===== src/rtl/bs_pkg.sv =====
// rtl/bs_pkg.sv - shared state and shift-phase encodings for the boundary-scan master
package bs_pkg;

  typedef enum logic [2:0] {
    IDLE   = 3'd0,
    CAP_L  = 3'd1,
    CAP_H  = 3'd2,
    SHIFT  = 3'd3,
    UPDATE = 3'd4,
    DONE   = 3'd5
  } bs_state_t;

  // Each shifted bit spends one cycle in each phase; ClockBR follows the phase.
  localparam logic PH_LOW  = 1'b0;
  localparam logic PH_HIGH = 1'b1;

endpackage


===== src/rtl/bs_scan_master.sv =====
// rtl/bs_scan_master.sv - capture/shift/update sequencer for a boundary-scan chain
module bs_scan_master
  import bs_pkg::*;
#(
  parameter int Length = 8
) (
  input  logic              Clock,
  input  logic              Rst,
  input  logic              Start,
  input  logic [Length-1:0] TxData,
  input  logic              ModeReq,
  input  logic              ScanIn,
  output logic              ScanOut,
  output logic              ShiftBR,
  output logic              ClockBR,
  output logic              UpdateBR,
  output logic              ModeControl,
  output logic [Length-1:0] RxData,
  output logic              Busy,
  output logic              Done
);

  localparam int CntW = $clog2(Length + 1);

  bs_state_t         state_q, state_d;
  logic              phase_q, phase_d;
  logic [CntW-1:0]   cnt_q, cnt_d;
  logic [Length-1:0] tx_q, tx_d;
  logic [Length-1:0] rx_q, rx_d;
  logic              mode_d;

  always_ff @(posedge Clock or posedge Rst) begin
    if (Rst) begin
      state_q <= IDLE;
      phase_q <= PH_LOW;
      cnt_q   <= '0;
      tx_q    <= '0;
      rx_q    <= '0;
    end else begin
      state_q <= state_d;
      phase_q <= phase_d;
      cnt_q   <= cnt_d;
      tx_q    <= tx_d;
      rx_q    <= rx_d;
    end
  end

  always_comb begin
    state_d = state_q;
    phase_d = phase_q;
    cnt_d   = cnt_q;
    tx_d    = tx_q;
    rx_d    = rx_q;
    mode_d  = ModeControl;
    case (state_q)
      IDLE: begin
        if (Start) begin
          tx_d    = TxData;
          mode_d  = ModeReq;
          state_d = CAP_L;
        end
      end
      CAP_L: state_d = CAP_H;
      CAP_H: begin
        state_d = SHIFT;
        phase_d = PH_LOW;
        cnt_d   = CntW'(Length - 1);
      end
      SHIFT: begin
        if (phase_q == PH_LOW) begin
          // Sample SOUT just before the ClockBR rise that shifts the chain.
          rx_d    = rx_q << 1;
          rx_d[0] = ScanIn;
          phase_d = PH_HIGH;
        end else begin
          tx_d    = tx_q << 1;
          phase_d = PH_LOW;
          if (cnt_q == '0) state_d = UPDATE;
          else             cnt_d   = cnt_q - CntW'(1);
        end
      end
      UPDATE:  state_d = DONE;
      DONE:    state_d = IDLE;
      default: state_d = IDLE;
    endcase
  end

  // Chain-facing outputs are decoded from the next state and registered so they never glitch.
  always_ff @(posedge Clock or posedge Rst) begin
    if (Rst) begin
      ScanOut     <= 1'b0;
      ShiftBR     <= 1'b0;
      ClockBR     <= 1'b0;
      UpdateBR    <= 1'b0;
      ModeControl <= 1'b0;
      RxData      <= '0;
      Busy        <= 1'b0;
      Done        <= 1'b0;
    end else begin
      ShiftBR     <= (state_d == SHIFT);
      ClockBR     <= (state_d == CAP_H) || ((state_d == SHIFT) && (phase_d == PH_HIGH));
      UpdateBR    <= (state_d == UPDATE);
      ScanOut     <= (state_d == SHIFT) ? tx_d[Length-1] : 1'b0;
      ModeControl <= mode_d;
      Busy        <= (state_d != IDLE);
      Done        <= (state_d == DONE);
      if (state_d == DONE) RxData <= rx_q;
    end
  end

endmodule


===== config.mk =====
export PLATFORM = sky130hd
export DESIGN_NAME = bs_scan_master
export DESIGN_NICKNAME = d
export VERILOG_FILES = /design/src/rtl/bs_pkg.sv /design/src/rtl/bs_scan_master.sv
export SDC_FILE = /design/constraint.sdc
export NUM_CORES = 1
export LEC_CHECK = 0
export CORE_MARGIN = 4
export CORE_UTILIZATION = 40
export CTS_CLUSTER_SIZE = 16
export DETAILED_ROUTE_END_ITERATION = 8
export PLACE_DENSITY = 0.67
export SKIP_LAST_GASP = 1
export SYNTH_ARGS = -nofsm -noshare
export SYNTH_HDL_FRONTEND = slang
export SYNTH_SLANG_ARGS = --single-unit
export TNS_END_PERCENT = 1

===== constraint.sdc =====
create_clock -name Clock -period 3.65 [get_ports Clock]
set_input_delay 0.365 -clock Clock [delete_from_list [all_inputs] [get_ports Clock]]
set_output_delay 0.365 -clock Clock [all_outputs]
set_load 0.02 [all_outputs]

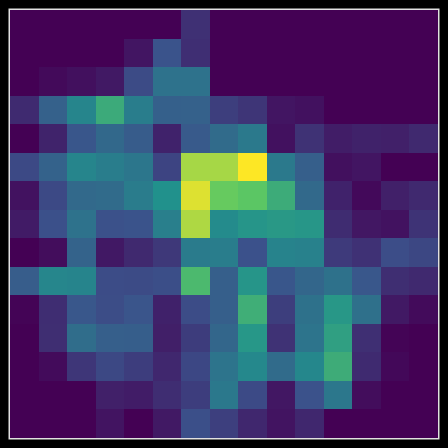
metal_density.png
The die is cut into 15 by 15 equal tiles; dark purple is low, yellow is high, scaled to the fullest tile. Values are wire area over tile area, all layers added.
fullest tile: 0.46
tiles over half the peak: 8.4%
emptiest ninth of the die: upper right
nearly empty tiles: 28%
wirelength, routed: 3.18 mm
GRT Total Usage: 13.6%

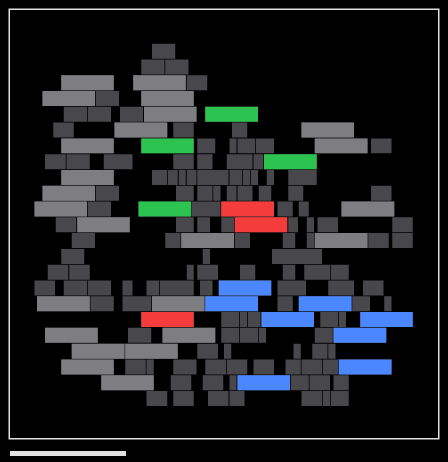
flops_by_reg.png
Bar = 20 um. Other sequential cells in the stronger grey, the rest of the logic in the fainter grey.
| colour | netlist name | placed flops |
|---|---|---|
| blue | `tx_q` | 8 |
| red | `state_q` | 3 |
| green | `cnt_q` | 4 |
not coloured: 24
Seq. pwr: 0.691 mW
final core occ: 51.4%
Storage cell area: 976 um2
Seq/total area: 46.5%

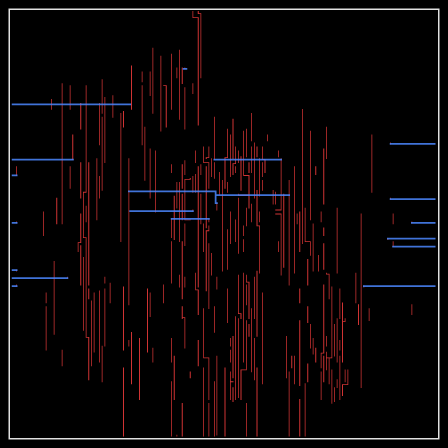
wires.png
Only two layers are drawn.
| colour | layer | wire length |
|---|---|---|
| blue | metal 3 | 148 um |
| red | metal 2 | 1610 um |
vias: 1119
WL per Instance: 14.9 um

==> results.py <==
# Physical implementation metrics
metrics = {
    "synthesis": {
        "ys_sh_mux_pct": 12.2,
        "top_area_share_pct": 56.5,
        "yosysUniqueCellTypes": 37,
        "edf_count": 0,
        "syn-cell-area_mm2": 0.00173,
        "ys_seq_share_pct": 56.5,
        "synth.avg_cell_area_um2": 12.9,
        "ys_ff": 39,
        "ys_sh_aoi_pct": 13.4,
        "ff_type": "dfrtp_1",
        "synth-warning-count": 0,
        "ys_cells": 134,
    },
    "global_routing": {
        "grt_pass1_vias": 1255,
    },
    "timing": {
        "setup_viol": 0,
        "hold_viol": 0,
        "period_used_pct": 51.0,
        "setup_tns_ns": 0,
        "fin_crit_ns": 1.86,
        "max_freq_ghz": 0.538,
        "fin_hold_ws_ns": 0.511,
    },
    "die": {
        "fp.dieH_um": 73.7,
        "chipWidth_um": 73.7,
        "num_rows": 23,
        "fp_util_pct": 42.3,
    },
    "hold_path": {
        "whs_endpoint": "ModeControl",
    },
    "finish": {
        "nets": 176,
        "diodes": 0,
    },
    "clocking": {
        "cts_resized": 0,
        "path_clk_slew_ns": 0.08,
        "cts_tree": "yes",
    },
    "status": {
        "status": "finished, final reports clean",
    },
    "worst_setup_path": {
        "cp.depth": 3,
        "crit_path_start_kind": "flip-flop",
        "crit_start": "state_q[1]",
        "arrival_ns": 2.03,
        "cp_slowest_cell": "dfrtp_1",
        "path_delay_family": "simple AND/OR/NAND/NOR gates",
        "r2r_end": "RxData[2]",
        "reg2reg_slack_ns": 1.79,
        "crit_end": "RxData[2]",
    },
    "placed_design": {
        "placed_cells": 205,
        "gp_congestion": 0.804,
        "dp_hpwl_mm": 2.24,
    },
    "drt": {
        "drc": 0,
        "drtPass1Iterations": 4,
    },
    "power": {
        "sequentialPowerShare_pct": 45.3,
        "p_int_mw": 0.974,
        "power.switching_mw": 0.552,
    },
    "job": {
        "tool_warnings": 26,
    },
}
cell type report:
type | count | area, um2
Inverter | 12 | 45.0
Multi-Input combinational cell | 76 | 651
Sequential cell | 39 | 976
Timing Repair Buffer | 28 | 278
Clock buffer | 5 | 68.8
Fill cell | 355 | 1990
Clock inverter | 3 | 20.0
Tap cell | 50 | 62.6
flip-flops by register name, summed over array words and instances, names as in the netlist:
name / count
RxData: 8
rx_q: 8
tx_q: 8
cnt_q: 4
state_q: 3
Busy: 1
ClockBR: 1
Done: 1
ModeControl: 1
ScanOut: 1
ShiftBR: 1
UpdateBR: 1
phase_q: 1
routing by layer:
| layer | vias up | track usage (%) | share of wire, % |
|---|---|---|---|
| li1 | 529 | - | - |
| met1 | 565 | 16.4 | 43 |
| met2 | 21 | 21.9 | 51 |
| met3 | 4 | 5.34 | 4.6 |
| met4 | 0 | 4.83 | 1.4 |
| met5 | - | 0 | 0 |
placed cells by master, fill, tap and decap left out, drive strengths merged, types with 5 or more instances in the layout:
master / n
nor2: 5
a22oi: 7
a211oi: 5
clkbuf: 5
dfrtp: 39
inv: 12
mux2: 17
o21ai: 10
clkdlybuf4s50: 27
power groups by stage:
| stage | clock network (mW) | logic, mW | registers, mW |
|---|---|---|---|
| 2_1_floorplan | 0 | 0.455 | 0.676 |
| 3_3_place_gp | 0 | 0.528 | 0.691 |
| 3_5_place_dp | 0 | 0.554 | 0.698 |
| 4_1_cts | 0.293 | 0.558 | 0.691 |
| 5_1_grt | 0.314 | 0.610 | 0.712 |
| 6_report | 0.283 | 0.551 | 0.691 |
logic make-up after synthesis:
group                      Yosys count
buffers and inverters               19
adders and majority gates            1
DFF                                 39
and+or+nand+nor                     27
AOI/OAI and AO/OA                   29
muxes                               19
Power and IR drop assume default switching activity.
